Run 1, PDN straps and rails:
Pins as bars on the die edge. Tap cells in gray.
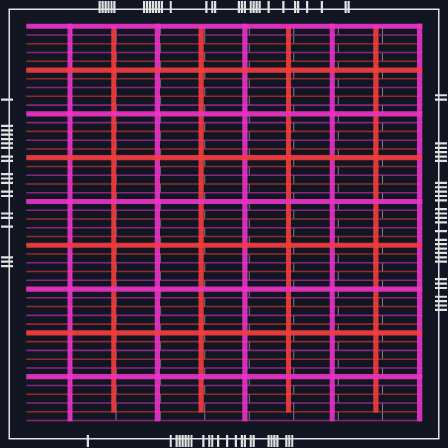
Run 1, register map, names as in the netlist:
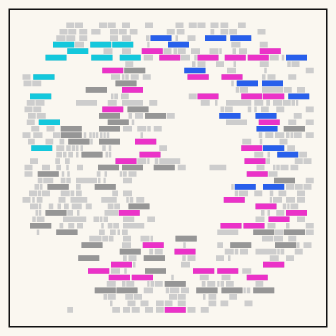
Run 1, congestion heat map:
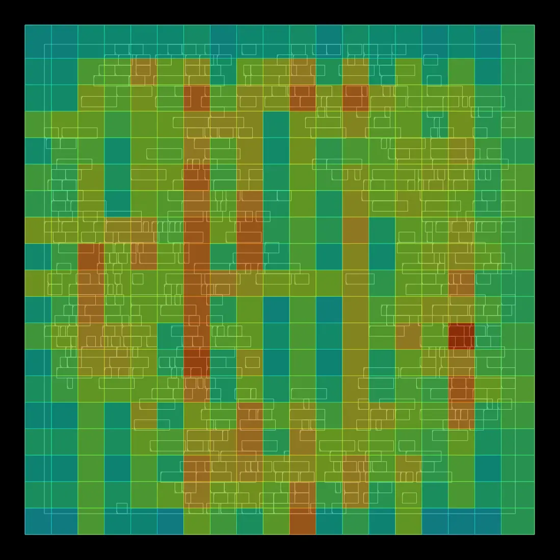
==> config.mk <==
export PLATFORM = sky130hd
export DESIGN_NAME = y_row_fetch_flat
export DESIGN_NICKNAME = d
export VERILOG_FILES = /design/src/rtl/y_row_fetch_if.sv /design/src/rtl/y_row_fetch.sv /design/src/flat_wrapper.sv
export SDC_FILE = /design/constraint.sdc
export NUM_CORES = 1
export LEC_CHECK = 0
export CAP_MARGIN = 20
export CORE_MARGIN = 5
export CORE_UTILIZATION = 30
export CTS_BUF_LIST = sky130_fd_sc_hd__clkbuf_4 sky130_fd_sc_hd__clkbuf_8 sky130_fd_sc_hd__clkbuf_16
export CTS_CLUSTER_DIAMETER = 40
export DETAILED_ROUTE_END_ITERATION = 8
export SLEW_MARGIN = 5
export SYNTH_ARGS = -nofsm -noshare
export SYNTH_HDL_FRONTEND = slang
export SYNTH_SLANG_ARGS = --single-unit
==> constraint.sdc <==
create_clock -name clock -period 3.45 [get_ports clock]
set_clock_uncertainty 0.05 [all_clocks]
set_input_delay 0.5175 -clock clock [delete_from_list [all_inputs] [get_ports clock]]
set_output_delay 0.5175 -clock clock [all_outputs]
set_load 0.005 [all_outputs]
==> src/rtl/y_row_fetch_if.sv <==
// Y-matrix row fetch bus: row handshake, SRAM read port,
// and the complex-entry output stream.
interface y_row_fetch_if #(
  parameter int ROW_W  = 11,
  parameter int COL_W  = 6,
  parameter int DATA_W = 16,
  parameter int ADDR_W = 17
);
  logic                row_valid;
  logic [ROW_W-1:0]    row_in;
  logic                row_ready;
  logic                sram_cs;
  logic [ADDR_W-1:0]   sram_addr;
  logic [2*DATA_W-1:0] sram_rdata;
  logic                y_valid;
  logic                y_ready;
  logic [DATA_W-1:0]   y_real;
  logic [DATA_W-1:0]   y_img;
  logic [COL_W-1:0]    y_col;
  logic                y_last;
  logic                busy;

  modport slave (
    input  row_valid,
    input  row_in,
    output row_ready,
    output sram_cs,
    output sram_addr,
    input  sram_rdata,
    output y_valid,
    input  y_ready,
    output y_real,
    output y_img,
    output y_col,
    output y_last,
    output busy
  );

  modport master (
    output row_valid,
    output row_in,
    input  row_ready,
    input  sram_cs,
    input  sram_addr,
    output sram_rdata,
    input  y_valid,
    output y_ready,
    input  y_real,
    input  y_img,
    input  y_col,
    input  y_last,
    input  busy
  );
endinterface

==> src/rtl/y_row_fetch.sv <==
// Walks every column of one Y-matrix row and streams the
// complex entries through a 2-entry credit-managed buffer.
module y_row_fetch #(
  parameter int ROW_W  = 11,
  parameter int COL_W  = 6,
  parameter int NCOLS  = 64,
  parameter int DATA_W = 16,
  parameter int ADDR_W = 17
) (
  input  logic         clock,
  input  logic         reset,
  y_row_fetch_if.slave bus
);

  typedef enum logic [1:0] {
    IDLE  = 2'd0,
    FETCH = 2'd1,
    DRAIN = 2'd2
  } state_t;

  typedef struct packed {
    logic [DATA_W-1:0] re;
    logic [DATA_W-1:0] im;
    logic [COL_W-1:0]  col;
    logic              last;
  } ent_t;

  localparam logic [COL_W-1:0] LAST_COL =
    COL_W'(NCOLS - 1);

  state_t           state_q, state_d;
  logic [ROW_W-1:0] row_q, row_d;
  logic [COL_W-1:0] col_q, col_d;
  logic             infl_q, infl_d;
  logic [COL_W-1:0] tcol_q, tcol_d;
  logic             tlast_q, tlast_d;
  logic [1:0]       cnt_q, cnt_d;
  ent_t             head_q, head_d;
  ent_t             tail_q, tail_d;

  logic       pop;
  logic       push;
  logic       credit;
  logic       issue;
  logic       at_last;
  logic [2:0] occ;
  ent_t       pushed;

  // A read is only issued if its data is sure to find room
  // once it lands, counting this cycle's pop and the read
  // whose data is arriving now.
  always_comb begin
    pop     = (cnt_q != 2'd0) && bus.y_ready;
    push    = infl_q;
    occ     = {1'b0, cnt_q} - {2'b0, pop}
            + {2'b0, infl_q};
    credit  = occ < 3'd2;
    issue   = (state_q == FETCH) && credit;
    at_last = col_q == LAST_COL;
    cnt_d   = cnt_q + {1'b0, push} - {1'b0, pop};
  end

  always_comb begin
    state_d = state_q;
    row_d   = row_q;
    col_d   = col_q;
    unique case (state_q)
      IDLE: begin
        if (bus.row_valid) begin
          row_d   = bus.row_in;
          col_d   = '0;
          state_d = FETCH;
        end
      end
      FETCH: begin
        if (issue) begin
          if (at_last) begin
            col_d   = '0;
            state_d = DRAIN;
          end else begin
            col_d = col_q + 1'b1;
          end
        end
      end
      DRAIN: begin
        if (cnt_d == 2'd0) state_d = IDLE;
      end
      default: state_d = IDLE;
    endcase
  end

  always_comb begin
    infl_d  = issue;
    tcol_d  = issue ? col_q : tcol_q;
    tlast_d = issue ? at_last : tlast_q;
  end

  // Head slot drives the outputs, so it keeps its last
  // value when the buffer runs empty.
  always_comb begin
    pushed.re   = bus.sram_rdata[2*DATA_W-1:DATA_W];
    pushed.im   = bus.sram_rdata[DATA_W-1:0];
    pushed.col  = tcol_q;
    pushed.last = tlast_q;
    head_d = head_q;
    tail_d = tail_q;
    unique case (1'b1)
      (pop && cnt_q == 2'd2): head_d = tail_q;
      default: ;
    endcase
    if (push) begin
      if ((cnt_q - {1'b0, pop}) == 2'd0) begin
        head_d = pushed;
      end else begin
        tail_d = pushed;
      end
    end
  end

  always_ff @(posedge clock or negedge reset) begin
    if (!reset) begin
      state_q <= IDLE;
      row_q   <= '0;
      col_q   <= '0;
      infl_q  <= 1'b0;
      tcol_q  <= '0;
      tlast_q <= 1'b0;
      cnt_q   <= 2'd0;
      head_q  <= '0;
      tail_q  <= '0;
    end else begin
      state_q <= state_d;
      row_q   <= row_d;
      col_q   <= col_d;
      infl_q  <= infl_d;
      tcol_q  <= tcol_d;
      tlast_q <= tlast_d;
      cnt_q   <= cnt_d;
      head_q  <= head_d;
      tail_q  <= tail_d;
    end
  end

  a_no_overflow: assert property (
    @(posedge clock) disable iff (!reset)
    !(push && cnt_q == 2'd2)
  );

  assign bus.row_ready = state_q == IDLE;
  assign bus.busy      = state_q != IDLE;
  assign bus.sram_cs   = issue;
  assign bus.sram_addr = ADDR_W'(row_q) * ADDR_W'(NCOLS)
                       + ADDR_W'(col_q);
  assign bus.y_valid   = cnt_q != 2'd0;
  assign bus.y_real    = head_q.re;
  assign bus.y_img     = head_q.im;
  assign bus.y_col     = head_q.col;
  assign bus.y_last    = head_q.last;

endmodule

==> src/flat_wrapper.sv <==
// flat-port wrapper written by rule: the top's interface ports become plain ports
module y_row_fetch_flat 
#(
  parameter int ROW_W  = 11,
  parameter int COL_W  = 6,
  parameter int NCOLS  = 64,
  parameter int DATA_W = 16,
  parameter int ADDR_W = 17
)
  (clock, reset, bus_row_valid, bus_row_in, bus_row_ready, bus_sram_cs, bus_sram_addr, bus_sram_rdata, bus_y_valid, bus_y_ready, bus_y_real, bus_y_img, bus_y_col, bus_y_last, bus_busy);
  y_row_fetch_if #(.ROW_W(ROW_W), .COL_W(COL_W), .DATA_W(DATA_W), .ADDR_W(ADDR_W)) bus_i ();
  input  logic clock;
  input  logic reset;
  input wire logic [$bits(bus_i.row_valid)-1:0] bus_row_valid;
  input wire logic [$bits(bus_i.row_in)-1:0] bus_row_in;
  output wire logic [$bits(bus_i.row_ready)-1:0] bus_row_ready;
  output wire logic [$bits(bus_i.sram_cs)-1:0] bus_sram_cs;
  output wire logic [$bits(bus_i.sram_addr)-1:0] bus_sram_addr;
  input wire logic [$bits(bus_i.sram_rdata)-1:0] bus_sram_rdata;
  output wire logic [$bits(bus_i.y_valid)-1:0] bus_y_valid;
  input wire logic [$bits(bus_i.y_ready)-1:0] bus_y_ready;
  output wire logic [$bits(bus_i.y_real)-1:0] bus_y_real;
  output wire logic [$bits(bus_i.y_img)-1:0] bus_y_img;
  output wire logic [$bits(bus_i.y_col)-1:0] bus_y_col;
  output wire logic [$bits(bus_i.y_last)-1:0] bus_y_last;
  output wire logic [$bits(bus_i.busy)-1:0] bus_busy;
  assign bus_i.row_valid = bus_row_valid;
  assign bus_i.row_in = bus_row_in;
  assign bus_row_ready = bus_i.row_ready;
  assign bus_sram_cs = bus_i.sram_cs;
  assign bus_sram_addr = bus_i.sram_addr;
  assign bus_i.sram_rdata = bus_sram_rdata;
  assign bus_y_valid = bus_i.y_valid;
  assign bus_i.y_ready = bus_y_ready;
  assign bus_y_real = bus_i.y_real;
  assign bus_y_img = bus_i.y_img;
  assign bus_y_col = bus_i.y_col;
  assign bus_y_last = bus_i.y_last;
  assign bus_busy = bus_i.busy;
  y_row_fetch #(.ROW_W(ROW_W), .COL_W(COL_W), .NCOLS(NCOLS), .DATA_W(DATA_W), .ADDR_W(ADDR_W)) u_core (.clock(clock), .reset(reset), .bus(bus_i));
endmodule
==> notes.org, run 1 <==
#+TITLE: Synthesis and PnR summary

** Detailed routing
- Met1 Routed Length :: about 4.4 mm
- Met2 wire length :: ~4.8 mm
- Summed over all layers, the routed wires come to 9.80 mm.
- Highest routed layer :: met4
- Tally of nets with antenna violations remaining after routing :: 0
- Total length of routed met3 wires :: ~430 um
- In the routed layout, each cell is associated on average with a via count of approximately 4.6.
- DRC errors left :: 0
- The first detailed-routing pass took 4 iterations.
- Across all layers, the routed design uses 3,100 vias.
- In this run, the number of DRC markers left after iteration 0 of detailed routing was ~150.

** CTS
- For this design, the sink count on the clock tree is around 110.
- Setup fix buffers added after clock tree synthesis :: 2
- Hold_buf cts :: 0
- CTS Root Buffer Type :: sky130_fd_sc_hd__clkbuf_16
- Max H-tree Level :: 3
- On the reported timing paths, the clock transition at the registers reads 0.06 ns.
- Number of gates resized after cts :: 3
- TritonCTS built the clock tree.
- In this run the deepest clock path goes through 2 buffers.
- Clock insertion delay at the later pin of the skew report :: approximately 0.35 ns
- Buffers inserted during clock tree synthesis total 9.

** STA
- Final Hold Violating Endpoints :: 0
- Setup ws final :: roughly 0.29 ns
- Max transition margin :: approximately 48%
- The final timing report lists a max-slew violation count of 0.
- For this run, the top clock speed supported by timing is about 320 MHz.
- Endpoints with negative setup slack in the final report add up to 0.
- Final critical delay including setup and external delays :: roughly 3.2 ns
- Summed negative setup slack over all endpoints :: 0 ns
- Smallest hold slack :: 0.187 ns
- The transition time recorded at the tightest slew-check pin is 0.784 ns.
- The final timing summary puts the cycle share of the worst path at about nine tenths.

** Power and ir drop
- Per report_power, the combinational group accounts for around two fifths of the total.
- Cell-internal power :: 3.69 mW
- Share of power burned in the clock network :: around a fifth
- The flow reports power dissipated in combinational cells as approximately 2.2 mW.
- Net switching is a little under a third of the power.
- Post-route total power :: 5.39 mW
- Of all power groups, the one with the highest power is combinational logic.
- The worst-case IR drop observed on VDD is ~450 uV.
- Power in the clock group :: 1.04 mW
- Switching power of the nets :: between 1.5 and 2 mW
- Total power normalized to cell area comes to a little under 900 mW/mm^2.
- Portion of total power attributed to sequential cells :: about two fifths
- Lkg Pwr :: ~2.8 nW

** GRT
- Total track usage :: 11.7%
- Entering global routing, the biggest net connects roughly 79 pins.
- The via count of the first global-routing pass came to around 3,300.
- After global routing, the most crowded layer is met2.
- Congestion Overflow GR :: 0
- The first global-routing pass estimated 16.6 mm of wire.
- The initial antenna violation count came to 0.

** Critical path
- OpenSTA lists the critical path startpoint as u_core.cnt_q[0].
- Per the timing report, the biggest fanout along the worst path comes to 2.
- The timing report attributes the biggest portion of critical-path delay to simple AND/OR/NAND/NOR gates.
- Looking at the critical path, the single cell with the biggest stage delay is sky130_fd_sc_hd__fa_1.
- The worst setup path is captured at a primary output.
- Crit path largest cell delay :: slightly below 0.5 ns
- R2r startpoint :: u_core.cnt_q[0]
- Measured in cells, the most critical reg-to-reg path has a length of 11.
- Startpoint class of the critical path :: register
- Buf+Inv Stages, Crit Path :: 2
- Data arrives at the worst endpoint at between 2 and 3 ns.
- The critical path in this run is classified as register to primary output.
- Worst setup path endpoint :: bus_sram_cs
- The endpoint identified for the worst register-to-register timing path is u_core.col_q[3].
- Listed in order, past its start point the critical path passes or2_2 -> nand2_1 -> or2_2 -> nand2_1 -> ha_2 -> fa_1 -> nor3b_2 -> nand2_2 -> inv_2 -> dlygate4sd2_1.
- Required time worst endpoint :: 2.88 ns
- The worst-case reg-to-reg setup slack stands at 0.68 ns.
- Cell count along the critical path :: 10

** Synthesis
- After synthesis, the share of flip-flops with an asynchronous set or reset is 100%.
- Post-synthesis adder-cell area fraction :: less than 1%
- Ranked by total cell area, the synthesized netlist is headed by sky130_fd_sc_hd__dfrtp_1, sky130_fd_sc_hd__mux2_2, sky130_fd_sc_hd__mux2i_1.
- Most common library cells after synthesis :: sky130_fd_sc_hd__dfrtp_1, sky130_fd_sc_hd__nand2_1, sky130_fd_sc_hd__mux2_2, sky130_fd_sc_hd__o21ai_0, sky130_fd_sc_hd__mux2i_1
- Total cell area reported by yosys after synthesis :: approximately 0.0045 mm^2
- Synthesized net count :: roughly 420
- Largest non-sequential cell family by area :: multiplexers
- The mapped netlist covers roughly 0.0045 mm^2.
- Measured against the total synthesized area, the mux share comes to 21.7%.
- Area share of and-or/or-and cells after synthesis :: 6.55%
- Register share after synthesis :: between 50% and 60%
- In this run the biggest area consumer among cell types represents approximately 60% of the synthesized area.
- After synthesis, the design contains about 370 cells according to Yosys.
- Yosys reported a register bit count of 107.
- The cell type that accounts for the most area after synthesis is sky130_fd_sc_hd__dfrtp_1.
- Leading cell type by number of instances after synthesis :: sky130_fd_sc_hd__dfrtp_1
- Cell variety after synth :: 32
- During synthesis, Yosys emitted a total of 0 warnings.
- Flip-flops with a built-in enable :: 0
- Synthesis produced a netlist whose cell count is 365.
- The synthesized netlist devotes less than 1% of its cell area to XOR and XNOR gates.
- A synthesized cell averages between 10 and 15 um^2.
- Dominant synthesized flop cell :: sky130_fd_sc_hd__dfrtp_1
- Of the total synthesized cell area, the portion taken by AND, OR, NAND and NOR gates is under 10%.

** Placed design
- Post-DP Area :: 0.00583 mm^2
- After detailed placement, the design holds a cell count of approximately 650.
- Final weighted congestion in routability-driven placement :: between 0.7 and 0.8
- During placement, the flow inserted port buffers numbering between 100 and 150.
- According to the dpl log, the detail-placed design has an HPWL of 6.66 mm.
- Logged for this run, the post-placement worst setup slack is -0.0972 ns.

** Floorplan
- The core region is 0.0150 mm^2.
- Placement row count :: 45
- The floorplan report gives the top-level pin count as between 100 and 150.
- Die width :: around 130 um
- During tapcell insertion the tool placed about 190 well taps.
- The overall die size recorded for this design is between 0.015 and 0.02 mm^2.
- The die is 133 um tall.
- Starting utilization of the core area :: between 30% and 40%

** Finish
- Largest cell class by area :: sequential cells
- After layout the clock buffers and inverters come to 4.93% of cell area.
- Largest register FFs :: 39
- Per the cell usage report, the commonest logic cells after layout are sky130_fd_sc_hd__dfrtp_1, sky130_fd_sc_hd__clkdlybuf4s50_1, sky130_fd_sc_hd__nand2_1, sky130_fd_sc_hd__mux2_2, sky130_fd_sc_hd__o21ai_0.
- In the final layout, the share of cells above drive strength 1 is between 10% and 20%.
- According to the cell report, flip-flops and latches in the layout number 107.
- Data buffer area share :: between 10% and 20%
- The finished layout holds 668 standard cells, fillers aside.
- Synthesis-to-layout area growth :: 35.7%
- 0 antenna diodes ended up in the layout.
- In the final design database the tool counted roughly 530 nets.
- Register name with the most flops :: u_core.tail_q
- Final Instance Area :: between 0.006 and 0.007 mm^2
- Multi-input logic gates represent a cell area share of between 20 and 30%.
- Multi-input gate area in the final layout :: 0.00174 mm^2
- The top cell type in the final layout, fill and taps aside, is sky130_fd_sc_hd__dfrtp_1.
- Per the layout report, the design carries about 120 non-clock buffers.
- Non-clock inverters in the final layout number 6.
- After filler insertion, the fill cell instance count of the layout stands at 1,410.
- Total of clock buffers placed in the layout :: 11

** Flow run
- The number of maximum-capacitance violations recorded for the run is 0.
- Summing over the stages, the warning tally comes to 26.

** Hold path
- Checking hold timing, the worst path is listed with class input port to asynchronous set/reset pin.

** Status
- The flow ran to the end, and the final reports show no timing, DRC or antenna violations.
-- 'PDN straps and rails' (at the start) --
Key: red = VDD; magenta = VSS
The core has 45 rows. 46 met1 rails follow the rows.

-- 'register map, names as in the netlist' (at the start) --
Key: blue = `u_core.bus.y_real` [flops 16]; cyan = `u_core.row_q` [flops 11, where upper left]; magenta = `u_core.tail_q` [flops 39]
Another 41 sequential cells are not colored.
final core utilization: 40.9%
storage element area: 0.00268 mm^2
sequential cell area share: 43.6%
sequential logic power: 2.12 mW

-- 'congestion heat map' (at the start) --
GR met2 Demand/Resource: 19.6%
average wire per cell in the routed design: 14.7 um

Run 1, placement by cell class:
The bar under the picture is 50 um long.
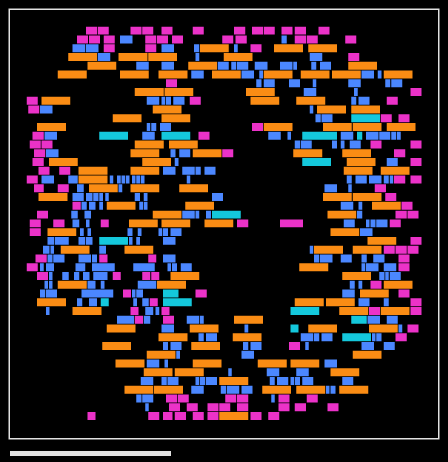

--- run 2 (diff from run 1) ---
SKIP_CTS_REPAIR_TIMING = 1   (was unset)
SLEW_MARGIN = 20   (was 5)
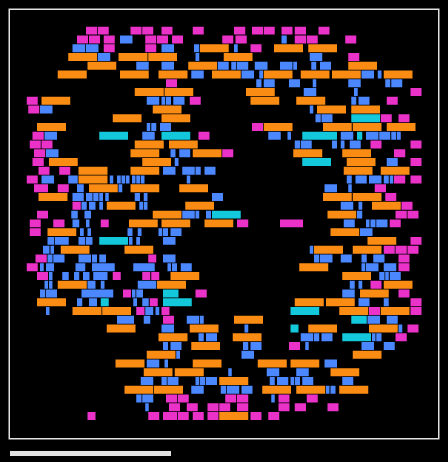
Run 2: placement by cell class
The bar under the picture is 50 um long.
Key: orange = flops [cells 107, share of their area 45%]; magenta = other buffers and delay cells [cells 117, share of their area 20%]; cyan = clock drivers and dummy loads [cells 15, share of their area 5.1%]; blue = combinational and other logic [cells 239, share of their area 30%]

==> run 2 against run 1 <==
Compared with the run above:
- sequential power is essentially flat
- critical path depth unchanged
- sequential share of layout area increased by 0.053 points
- count of clock-buffer cells in the layout unchanged
- final cell count shrank 0.30%
- global-route usage about the same
==> notes.org, run 2 <==
#+TITLE: Synthesis and PnR summary

** Critical path
- Looking at the reg2reg group, the worst path starts from u_core.cnt_q[0].
- Along the worst path, the maximum fanout reaches 4.
- Crit path largest cell delay :: 0.49 ns
- Crit path cell chain :: or2_2 -> nand2_1 -> or2_2 -> nand2_1 -> ha_2 -> fa_1 -> nor3b_2 -> nand2_2 -> inv_2 -> dlymetal6s2s_1
- Cell count along the critical path :: 10
- The OpenROAD report gives the critical path a required time of ~2.9 ns.
- The critical path contains buffers and inverters numbering 2 combined.
- Startpoint of the worst setup timing path :: u_core.cnt_q[0]
- In this design, the largest share of critical-path delay is due to simple AND/OR/NAND/NOR gates.
- Startpoint class of the critical path :: register
- Arrival time at the worst endpoint :: 2.52 ns
- Crit. End Element :: primary output
- The timing report shows that the slowest cell on the worst path is sky130_fd_sc_hd__fa_1.
- Following the worst setup path forward leads to its endpoint at bus_sram_cs.

** Finish
- Ant. Diodes :: 0
- Largest cell class by area :: sequential cells
- In the layout the commonest cells are sky130_fd_sc_hd__dfrtp_1, sky130_fd_sc_hd__clkdlybuf4s50_1, sky130_fd_sc_hd__nand2_1, sky130_fd_sc_hd__mux2_2, sky130_fd_sc_hd__o21ai_0.
- The register with the most flip-flops in the layout has 39 of them.
- Clk tree area frac :: 4.93%
- Final core utilization :: between 40 and 50%
- Of the total standard cell area in the layout, the multi-input combinational portion is 28.4%.
- Count of placed standard cells in the final layout, fillers left out :: 666
- With fillers left out, the area of the finished cells amounts to 0.00614 mm^2.
- In the final design database the tool counted about 520 nets.
- Sequential cell area share :: roughly 44%
- Multi-input gate area in the final layout :: 0.00174 mm^2
- Total of clock buffers placed in the layout :: 11
- Measured on the final layout, buffering overhead outside the clock network stands at approximately a fifth.
- Leading cell type in the layout, fill and taps excluded :: sky130_fd_sc_hd__dfrtp_1
- Storage element area :: approximately 0.0027 mm^2
- Fraction of layout cells with a size suffix above 1 :: a little under a fifth
- Buffers excl. clock :: 117
- Sequential cells :: 107
- Counting the inverters off the clock network in the layout gives 6.

** Floorplan
- Total Die Area :: 0.0177 mm^2
- The flow inserted 188 tap cells.
- Starting utilization of the core area :: between 30% and 40%
- The report lists the number of standard-cell rows as between 40 and 50.
- 107 I/O pins were placed.

** GRT
- Wire length of the first global-routing pass :: around 17 mm
- The via count of the first global-routing pass was roughly 3,300.
- Total global-route track usage over all layers is a little under an eighth.
- Antenna violations before repair :: 0
- Global route hottest layer :: met2

** STA
- Counting I/O delays and the setup requirement, the final critical path takes roughly 3.1 ns.
- Max-slew violation count :: 0
- Derived from the worst setup path, the maximum achievable clock frequency is about 320 MHz.
- Summed over all failing endpoints, the final setup total negative slack is 0 ns.
- Per the finish-stage timing summary, setup violations number 0.
- Smallest hold slack :: between 0.15 and 0.2 ns
- Final Hold Violating Endpoints :: 0
- Looking at the max-slew report, the worst-margin pin has a slew of between 0.7 and 0.8 ns.
- Setup ws final :: ~0.36 ns
- The final timing summary puts the cycle share of the worst path at around nine tenths.

** Power and ir drop
- Switching power of the nets :: ~1.7 mW
- The clock network consumes a total of a little over 1 mW.
- The internal portion of the total power is ~3.7 mW.
- The share of total power dissipated in the clock network is about a fifth.
- Combinational Power Share :: just over 40%
- Lkg Pwr :: around 2.8 nW
- Sequential cells account for between 30% and 40% of the total power.
- The report lists the power per cell area as roughly 900 mW/mm^2.
- The biggest slice of the total power is consumed by combinational logic.

** Detailed routing
- In this run the top signal layer used is met4.
- Routed wire length :: around 10 mm
- In the final routing, the length of wire on met1 measures about 4.5 mm.
- The detailed router reports a met2 wire length of between 4 and 5 mm.
- Tally of nets with antenna violations remaining after routing :: 0

** CTS
- TritonCTS created 9 clock buffers.
- TritonCTS built the clock tree.
- The H-tree generated during clock tree synthesis spans 3 levels.
- Sink count of the clock tree :: 107
- No sink is reached through more buffers than the 2 on the longest clock path.
- Clock insertion delay at the later pin of the skew report :: 0.35 ns
- The tree is rooted in a sky130_fd_sc_hd__clkbuf_16.

** Synthesis
- Asr flop ratio synth :: 100%
- In this run the cell area of the synthesized design comes to between 0.004 and 0.005 mm^2.
- In this run, the synthesized area fraction spent on xor and xnor cells is recorded as 0.608%.
- Area share of and-or/or-and cells after synthesis :: 6.55%
- Counting every net in the synthesized netlist gives between 400 and 500.
- Largest non-sequential cell family by area :: multiplexers
- Area fraction of the dominant cell type after synthesis :: 59.1%
- Total cell area reported by yosys after synthesis :: ~0.0045 mm^2
- Warning count from the yosys run :: 0
- The commonest cells after synthesis are sky130_fd_sc_hd__dfrtp_1, sky130_fd_sc_hd__nand2_1, sky130_fd_sc_hd__mux2_2, sky130_fd_sc_hd__o21ai_0, sky130_fd_sc_hd__mux2i_1.
- Ys flops :: about 110
- Average size of a mapped cell :: 12.4 um^2
- The cell type that accounts for the most area after synthesis is sky130_fd_sc_hd__dfrtp_1.
- For reference, the top cells by area after synthesis are sky130_fd_sc_hd__dfrtp_1, sky130_fd_sc_hd__mux2_2, sky130_fd_sc_hd__mux2i_1.
- In the Yosys report, the sequential cells make up 59.1% of the chip area.
- Of the total synthesized cell area, the portion taken by AND, OR, NAND and NOR gates is between 8 and 9%.
- Dominant synthesized flop cell :: sky130_fd_sc_hd__dfrtp_1
- Flip-flops with a built-in enable :: 0
- Post-synthesis adder-cell area fraction :: 0.994%
- Of the post-synthesis cell area, the part taken by muxes is between 20% and 30%.

** Placed design
- Number of input and output port buffers inserted :: approximately 110
- The wire-length estimate of the detail-placed layout is 6.66 mm.
- Final weighted congestion in routability-driven placement :: between 0.7 and 0.8

** Flow run
- OpenROAD emitted warnings numbering 26.
- Number of max-cap violations :: 0

** Status
- Run status :: completed

** Hold path
- STA reports the tightest min-delay check as being of type input port to asynchronous set/reset pin.
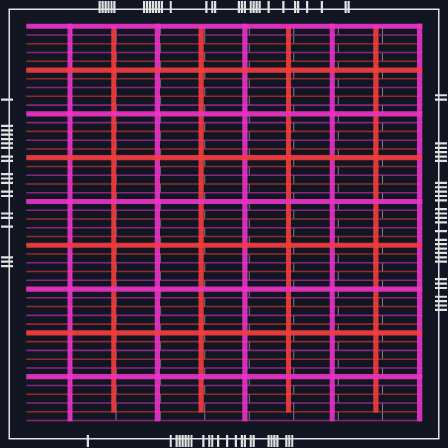
Run 2: PDN straps and rails
Pins as bars on the die edge. Tap cells in gray.
Key: red = VDD; magenta = VSS
107 signal pins sit on the boundary. 188 tap cells. 46 met1 rails follow the rows. 9 straps on met5.
die width: 133 um
maximum VDD drop: 450 uV
placeable core region: 0.0150 mm^2

Run 2, register map, names as in the netlist:
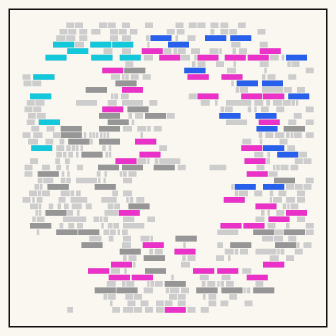

--- run 3 (diff from run 2) ---
HOLD_SLACK_MARGIN = 0.03   (was unset)
RECOVER_POWER = 50   (was unset)
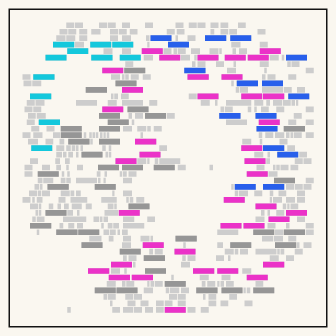
Run 3: register map, names as in the netlist
Key: cyan = `u_core.row_q` [flops 11, where upper left]; magenta = `u_core.tail_q` [flops 39]; blue = `u_core.bus.y_real` [flops 16]
Another 41 sequential cells are not colored.
final core utilization: 40.7%
sequential cell area share: 43.8%

==> run 3 against run 2 <==
Compared with the run above:
- the run now ends with capacitance limit, slew limit left
- sequential power hardly changed
- via count is 0.26% higher
- flip-flop count stayed put
- register-to-register slack hardly changed
- critical path type unchanged
==> notes.org, run 3 <==
#+TITLE: Synthesis and PnR summary

** STA
- Final Hold Violating Endpoints :: 0
- Final critical delay including setup and external delays :: slightly above 3 ns
- Worst-Margin Slew :: 1.51 ns
- Adding up every negative setup slack in the final design gives 0 ns.
- Max transition margin :: -0.350%
- Of the available clock period, the critical path in the final layout requires between 80% and 90%.
- Setup violation total in the final timing report :: 0
- Based on the critical path, the design can be clocked at up to roughly 320 MHz.
- On the final layout, the worst hold slack is 0.455 ns.
- Setup ws final :: roughly 0.36 ns
- Counting pins that exceed their max-slew limit in the final report gives around 60.

** Detailed routing
- Via density :: ~4.7
- In this run the remaining antenna-violating nets after routing total 0.
- The DRC violation total left in the routed layout is recorded as 0.
- Met1 Routed Length :: between 4 and 5 mm
- The detailed router reports a met3 wire length of roughly 430 um.
- For this block, the via count after detailed routing is between 3,000 and 4,000.
- Met2 wire length :: about 4.8 mm
- For this block, the routed nets add up to approximately 9.8 mm of wire.
- Signal nets in the final route climb as high as met4.
- For this run, the detailed router's first-pass iteration total came to 4.

** Flow run
- Count of tool warnings :: 26
- Number of max-cap violations :: 1

** Placed design
- Sum of net half-perimeters after detailed placement :: 6.66 mm
- After its last routability iteration, the placer logged a weighted congestion of a little over 0.7.
- Post-placement cell count :: about 650
- Number of input and output port buffers inserted :: approximately 110
- Timing analysis after detailed placement gives a worst setup slack of -0.0972 ns.

** Finish
- Leading cell type in the layout, fill and taps excluded :: sky130_fd_sc_hd__dfrtp_1
- Final Instance Area :: between 0.006 and 0.007 mm^2
- Multi-input gate area in the final layout :: 0.00174 mm^2
- The fraction of cell area in multi-input combinational cells is reported as 28.5%.
- After the flow finishes, the layout carries non-filler instances totaling between 600 and 700.
- Fraction of layout cells with a size suffix above 1 :: between 10% and 20%
- Register name with the most flops :: u_core.tail_q
- After the last flow step, the layout net total stands at ~520.
- The flow measured a signed area growth from synthesis to layout of 34.9%.
- The register with the most flip-flops in the layout has 39 of them.
- Buffers excl. clock :: 117
- In the final layout, flip-flops and latches occupy roughly 0.0027 mm^2.
- Ant. Diodes :: 0
- By instance count after routing, the leading logic cell types are sky130_fd_sc_hd__dfrtp_1, sky130_fd_sc_hd__clkdlybuf4s50_1, sky130_fd_sc_hd__nand2_1, sky130_fd_sc_hd__mux2_2, sky130_fd_sc_hd__o21ai_0.
- Counting the inverters off the clock network in the layout gives 6.
- Non-clock buffers make up between 10% and 20% of the layout cell area.
- The biggest slice of the area belongs to sequential cells.
- Total of clock buffers placed in the layout :: 11
- Clk tree area frac :: slightly below 5%
- Number of fillers in the final layout :: ~1,400

** Power and ir drop
- Maximum VDD drop :: between 400 and 500 uV
- Lkg Pwr :: 2.81 nW
- For this design the ratio of total power to cell area is just under 900 mW/mm^2.
- Top power group :: combinational logic
- Net switching fraction of the power :: 31.5%
- The flow reports power dissipated in sequential cells as 2.12 mW.
- Power drawn by the combinational cells :: 2.20 mW
- The net switching power in the latest report is between 1.5 and 2 mW.
- In this run, flip-flops and latches consume 39.6% of the power.
- The design draws between 5 and 6 mW.
- Cell-internal power :: between 3 and 4 mW

** Critical path
- The script reports the combined buffer and inverter count of the critical path as 2.
- R2R cell count :: 11
- Worst reg2reg endpoint :: u_core.col_q[3]
- Worst setup path endpoint :: bus_sram_cs
- Among cell families on the critical path, the largest total delay comes from simple AND/OR/NAND/NOR gates.
- Arrival time at the worst endpoint :: 2.52 ns
- Internal reg-to-reg setup slack :: 0.64 ns
- STA classifies the critical path endpoint as a primary output.
- Startpoint class of the critical path :: register
- Crit path cell chain :: or2_2 -> nand2_1 -> or2_2 -> nand2_1 -> ha_2 -> fa_1 -> nor3b_2 -> nand2_2 -> inv_2 -> dlymetal6s2s_1
- Crit path largest cell delay :: 0.49 ns
- Max fanout on the critical path was recorded as 4.
- Tracing the worst setup path back leads to its startpoint at u_core.cnt_q[0].
- All stages included, the depth of the critical timing path comes to 10.
- STA puts the critical path data required time at between 2 and 3 ns.
- R2r startpoint :: u_core.cnt_q[0]
- Critical-path top delay cell :: sky130_fd_sc_hd__fa_1
- The critical path in this run is classified as register to primary output.

** Synthesis
- After synthesis, the share of flip-flops with an asynchronous set or reset is 100%.
- Looking at area per cell type in the netlist, the leader is sky130_fd_sc_hd__dfrtp_1.
- Register share after synthesis :: about 59%
- Most common library cells after synthesis :: sky130_fd_sc_hd__dfrtp_1, sky130_fd_sc_hd__nand2_1, sky130_fd_sc_hd__mux2_2, sky130_fd_sc_hd__o21ai_0, sky130_fd_sc_hd__mux2i_1
- The cell area that synthesis handed to floorplanning was approximately 0.0045 mm^2.
- Cell area leaders :: sky130_fd_sc_hd__dfrtp_1, sky130_fd_sc_hd__mux2_2, sky130_fd_sc_hd__mux2i_1
- In this run, the synthesized area fraction spent on adder and majority cells is recorded as 0.994%.
- For reference, XOR and XNOR gates occupy less than 1% of the area reported after synthesis.
- Share of synthesized cell area in and, or, nand and nor gates :: 8.12%
- Cell variety after synth :: 32
- The number of cells reported by Yosys stat comes to ~370.
- Once synthesis finished, the tally of register bits stood at approximately 110.
- Largest non-sequential cell family by area :: multiplexers
- Average size of a mapped cell :: 12.4 um^2
- Multiplexer cells account for between 20% and 30% of the synthesized area.
- Synthesis produced around 370 cells.
- For reference, compound AND-OR and OR-AND cells occupy 6.55% of the area reported after synthesis.
- The most frequently used library cell after synthesis is sky130_fd_sc_hd__dfrtp_1.
- After synthesis, the chip area reported by Yosys is between 0.004 and 0.005 mm^2.
- Synthesized net count :: just over 400
- After synthesis, the largest area contributor takes up 59.1% of total cell area.

** Floorplan
- According to the I/O placement log, the pin count is 107.
- According to the floorplan log, the row count is about 45.
- Starting utilization of the core area :: 30.1%
- The flow inserted roughly 190 tap cells.
- Total Die Area :: between 0.015 and 0.02 mm^2
- Per the OpenROAD floorplan log, the width of the die is between 100 and 150 um.
- The total area inside the core boundary comes to ~0.015 mm^2.

** GRT
- Total track usage :: a little under an eighth
- Congestion Overflow GR :: 0
- After global routing, the most crowded layer is met2.
- On met2, the global router reports a usage of just under 20%.
- Largest net degree at the start of global routing :: roughly 80
- The initial antenna violation count came to 0.
- The via count of the first global-routing pass came to ~3,300.

** CTS
- CTS Root Buffer Type :: sky130_fd_sc_hd__clkbuf_16
- Max H-tree Level :: 3
- Clock-pin slew on the worst setup and hold paths :: 0.06 ns
- Clock Tree Buf Depth :: 2
- Per the TritonCTS log, the buffer count is 9.
- Clock tree from TritonCTS :: yes
- The tree built by TritonCTS fans out to between 100 and 150 sinks.

** Status
- The final reports fail on capacitance limit, slew limit.
- Run status :: complete, but fails checks

** Hold path
- Hold EP :: u_core.tcol_q[1]
- The type recorded for the worst min-delay path is register to register.
- Startpoint of the tightest hold check path :: u_core.tcol_q[1]
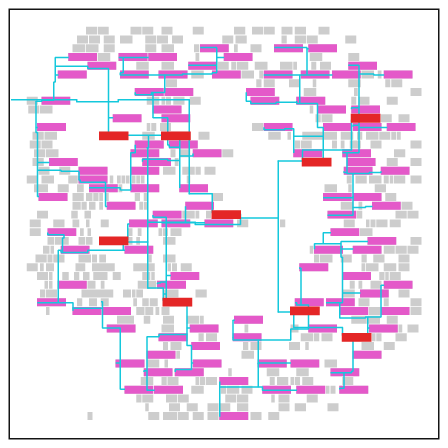
Run 3: routed clock nets over the placement
Key: red = clock drivers [count 9]; cyan = clock wires [length 1,370 um]; magenta = flip-flops [count 107]
There are 10 routed clock nets.
clock insertion delay at the later pin of the skew report: 0.35 ns
power in the clock group: 1.04 mW
share of power burned in the clock network: 19.4%

Power and IR drop assume default switching activity.
